### Sequential cells grouped by signal name, run 1

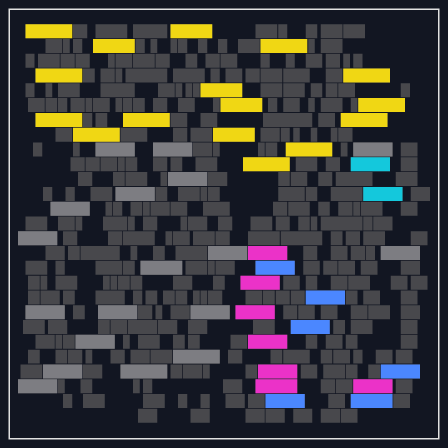
### The clock network, run 1

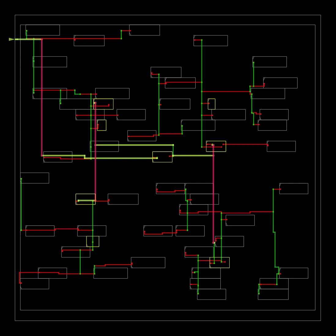
### Wire density map, run 1

16 x 16 tiles, from dark blue (low) to red (high), scaled to the fullest tile. Values are wire area over tile area, all layers added.
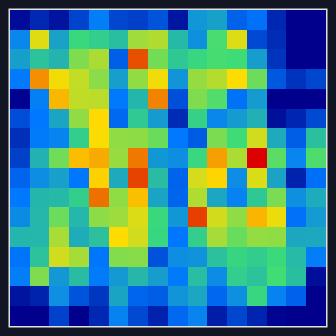
==> config.mk <==
export PLATFORM = sky130hd
export DESIGN_NAME = exec_hazard_ctrl
export DESIGN_NICKNAME = d
export VERILOG_FILES = /design/src/rtl/core_pkg.sv /design/src/rtl/hazard_slot_match.sv /design/src/rtl/exec_hazard_ctrl.sv
export SDC_FILE = /design/constraint.sdc
export NUM_CORES = 1
export LEC_CHECK = 0
export CAP_MARGIN = 30
export CORE_UTILIZATION = 40
export DETAILED_ROUTE_END_ITERATION = 16
export HOLD_SLACK_MARGIN = 0.12
export PLACE_DENSITY_LB_ADDON = 0.1
export SETUP_SLACK_MARGIN = 0.5
export SLEW_MARGIN = 15
export SYNTH_ARGS = -nofsm -noshare
export SYNTH_HDL_FRONTEND = slang
export SYNTH_SLANG_ARGS = --single-unit
==> constraint.sdc <==
create_clock -name clk -period 2.2 [get_ports clk]
set_clock_uncertainty 0.2 [all_clocks]
set_input_delay 0.44 -clock clk [delete_from_list [all_inputs] [get_ports clk]]
set_output_delay 0.44 -clock clk [all_outputs]
set_load 0.03 [all_outputs]
==> results.yml, run 1 <==
# generated from flow reports
route:
  final_antenna_net_count: 0
  dr.pass1.iters: 4
  met1_length_mm: 2.85
  route.met3.wl_um: 197
  via_count: 2238
  drtIter0Drc: 75
  wl_met2_mm: 2.88
  routed.top_layer: "met4"
status:
  violations: "setup timing"
  run_status: "finished with violations"
place:
  place_congestion: 0.800
  dp.cells: 410
  portBuffers: 58
timing:
  fin_crit_ps: 2630
  fmax_ghz: 0.381
  period_used_pct: 119
  whs_ps: 287
  hold_violations: 0
  tns_ps: -3290
  setup_violations: 18
  postLayoutSetupSlackWorst_ps: -426
  slew_violations: 0
layout:
  lay_top_count: "buf_4"
  final_cell_mix: "buf_4, dfxtp_1, nor2_1"
  fillers: 494
  inv_count: 7
  largest_class: "logic gates"
  num-nets-final: 385
  drive_gt1_share_pct: 43.7
  logic_area_um2: 1580
  area_growth_pct: 56.1
  fin_area_um2: 3670
  bufAreaShareNonClock_pct: 23.1
  comb_area_share_pct: 42.9
grt:
  grt_max_degree: 21
  grt_antenna_before_repair: 0
  grtUsageMet1_pct: 25.3
  gr-usage-met3_pct: 3.84
  top_usage_layer: "met2"
  met2_usage_pct: 33.9
  grt_pass1_wl_mm: 9.80
yosys:
  compound_area_share_pct: 8.51
  area_leaders: "dfxtp_1, xor2_1, mux2i_1"
  ys_seq_share_pct: 41.7
  ys_area_um2: 2350
  synth-adder-area-share_pct: 1.06
  synth-seq-cells: 49
  synth_area_leader_cell: "dfxtp_1"
  yosys_most_used_dff: "dfxtp_1"
  synth.most_common_cell: "dfxtp_1"
  synth_top_area_share_pct: 41.7
  top_logic_kind: "simple AND/OR/NAND/NOR gates"
  yosys_warnings: 0
  synth_cells: 262
  synth-edff-count: 0
  syn_area_um2: 2350
floorplan:
  dieArea_um2: 6190
  top_level_ports: 59
  taps: 72
  core_area_um2: 5570
  rows: 27
  die_w_um: 78.7
  die_y_um: 78.7
power_and_ir_drop:
  clockPowerShare_pct: 34.7
  irDropWorstVdd_uv: 325
  seq_power_share_pct: 55.8
  netSwitchingFraction_pct: 25.9
  p_comb_share_pct: 9.5
  power_switching_mw: 0.415
  power_clock_mw: 0.557
  p_per_area_nw_per_um2: 437
clock_network:
  ctsRootBufferMaster: "clkbuf_8"
  cts_tree: "yes"
  post-cts-setup-buffer-count: 12
  clockBufferDepth: 2
critical_path:
  startpoint_type: "input port"
  cp.buffers_inverters: 2
  path_class: "in2out"
  crit_path_cell_trace: "dlygate4sd2_1 > xor2_1 > or4_4 > a41oi_2 > nor2_2 > o21bai_4 > buf_6"
  cp-end-kind: "primary output"
  slowest_stage: "or4_4"
  cp.required_ps: 1560
  r2r_setup_slack_ps: -290
  path_max_fanout: 3
worst_hold_path:
  min_path_cells: 2
Notes on 'Sequential cells grouped by signal name' above:
Key: magenta = exe_q [placed flops 7, where bottom centre]; yellow = flush_count [placed flops 16]; blue = mem_q [placed flops 6]; cyan = src2_sel [placed flops 2]
Another 18 sequential cells are not coloured.
register share of the cell area: 28.3%
seq pwr: 0.895 mW
Util after Layout: 65.9%
Reg area: 1040 um2

Notes on 'The clock network' above:
total CTS buffers: 5
Worst-Skew Late Latency: 310 ps
clock sinks: 49
Seq cells: 49

Notes on 'Wire density map' above:
The emptiest ninth of the die: upper right. The densest ninth of the die: centre. The mean over all tiles is 0.15. 6.6% of the tiles are nearly empty. The fullest tile reaches 0.39. 31% of the tiles are over half the peak.
DRT Wirelength: 6.01 mm
GRT Overall Usage: 20.1%
Routed WL per cell: 13.8 um

--- run 2 (diff from run 1) ---
--- a/config.mk
+++ b/config.mk
@@ -6,6 +6,7 @@
 export NUM_CORES = 1
 export LEC_CHECK = 0
 export CAP_MARGIN = 30
+export CORE_MARGIN = 2
 export CORE_UTILIZATION = 40
 export DETAILED_ROUTE_END_ITERATION = 16
 export HOLD_SLACK_MARGIN = 0.12
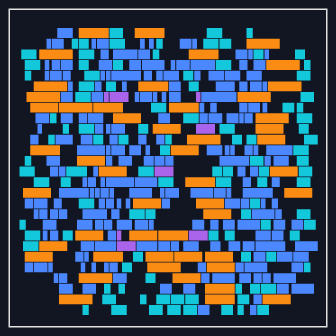
*Cell classes on the final placement, run 2*
Key: purple = clock drivers and dummy loads [cells 8, share of their area 2.2%]; cyan = other buffers and delay cells [cells 104, share of their area 24%]; blue = combinational and other logic [cells 207, share of their area 46%]; orange = flops [cells 49, share of their area 28%]
Util after Layout: 67.9%
row count: 27

==> results.yml, run 2 <==
# generated from flow reports
floorplan:
  top_level_ports: 59
  die_w_um: 80.7
  die_y_um: 80.7
  dieArea_um2: 6510
  fp-utilization_pct: 41.9
  taps: 72
  core_area_um2: 5610
clock_network:
  ctsHoldBuffers: 0
  insertion_delay_ps: 300
  cts.sinks: 49
  cts_buffers: 5
  clkTransAtPathRegs_ps: 90
  clockBufferDepth: 2
  cts_tree: "yes"
  post-cts-setup-buffer-count: 7
  ctsRootBufferMaster: "clkbuf_8"
  cts_resized: 139
power_and_ir_drop:
  power_switching_mw: 0.381
  seq_power_mw: 0.896
  clockPowerShare_pct: 32.7
  p_comb_mw: 0.162
  p_per_area_nw_per_um2: 413
  irDropWorstVdd_uv: 291
  p_leak_nw: 1.56
  power_clock_mw: 0.514
  p_comb_share_pct: 10.3
  netSwitchingFraction_pct: 24.2
  seq_power_share_pct: 57.0
  maxPowerGroup: "sequential cells"
route:
  via_count: 2249
  route.met3.wl_um: 222
  routed_wl_mm: 6.30
  drc: 0
  wl_per_cell_um: 14.3
  drtIter0Drc: 65
  final_antenna_net_count: 0
  viasPerCell: 5.11
  routed.top_layer: "met4"
  met1_length_mm: 2.86
  wl_met2_mm: 3.18
  dr.pass1.iters: 4
grt:
  grt_util_all_layers_pct: 19.7
  grt_pass1_wl_mm: 9.87
  met2_usage_pct: 32.8
  grt_max_degree: 21
  grt_antenna_before_repair: 0
  top_usage_layer: "met2"
  grtUsageMet1_pct: 25.0
  gr-usage-met3_pct: 4.49
place:
  placedInstanceArea_um2: 3310
  portBuffers: 58
  place_congestion: 0.765
  dp.cells: 411
yosys:
  synth.most_common_cell: "dfxtp_1"
  synth-adder-area-share_pct: 1.06
  area_leaders: "dfxtp_1, xor2_1, mux2i_1"
  synth_cells: 262
  synth-seq-cells: 49
  yosys_warnings: 0
  ys_top_cells_by_count: "dfxtp_1, nand2_1, nor2_1"
  synth-edff-count: 0
  synth_top_area_share_pct: 41.7
  ys_area_um2: 2350
  top_logic_kind: "simple AND/OR/NAND/NOR gates"
  yosys_most_used_dff: "dfxtp_1"
  compound_area_share_pct: 8.51
  synth_area_leader_cell: "dfxtp_1"
  syn_area_um2: 2350
  ys_seq_share_pct: 41.7
worst_hold_path:
  min_path_cells: 2
  holdCritPathClass: "reg2reg"
layout:
  num-nets-final: 389
  seq_cell_count: 49
  lay_top_count: "buf_4"
  comb_area_share_pct: 44.1
  largest_class: "logic gates"
  area_growth_pct: 61.8
  bufAreaShareNonClock_pct: 23.3
  clock_area_share_pct: 2.10
  logic_area_um2: 1680
  ff_latch_area_um2: 1040
  drive_gt1_share_pct: 48.1
  seq_share_pct: 27.4
  final_cell_mix: "buf_4, dfxtp_1, nor2_1"
  fillers: 478
  stdcell_count: 440
  inv_count: 7
  fin_area_um2: 3810
status:
  run_status: "finished with violations"
  violations: "setup timing"
run:
  warnings: 29
  drv_cap: 0
critical_path:
  startpoint_type: "input port"
  crit_family: "simple AND/OR/NAND/NOR gates"
  worstSetupPathDepth: 8
  cp.buffers_inverters: 2
  cp.required_ps: 1560
  path_max_fanout: 3
  r2r_setup_slack_ps: -220
  ff2ff_path_depth: 7
  path_class: "in2out"
  slowest_stage: "or4_4"
  crit_path_cell_trace: "dlygate4sd2_1 > xnor2_1 > nand3_1 > or4_4 > a41oi_2 > nor2_2 > o21bai_4 > buf_6"
  cp-end-kind: "primary output"
timing:
  period_used_pct: 120
  fin_crit_ps: 2640
  slew_violations: 0
  whs_ps: 299
  hold_violations: 0
  maxSlewHeadroom_pct: 76.0
  fmax_ghz: 0.378
  tns_ps: -3700
  worst_pin_slew_ps: 356
  setup_violations: 23
  postLayoutSetupSlackWorst_ps: -443
No activity file was given, so power comes from the tool's default toggle rates.
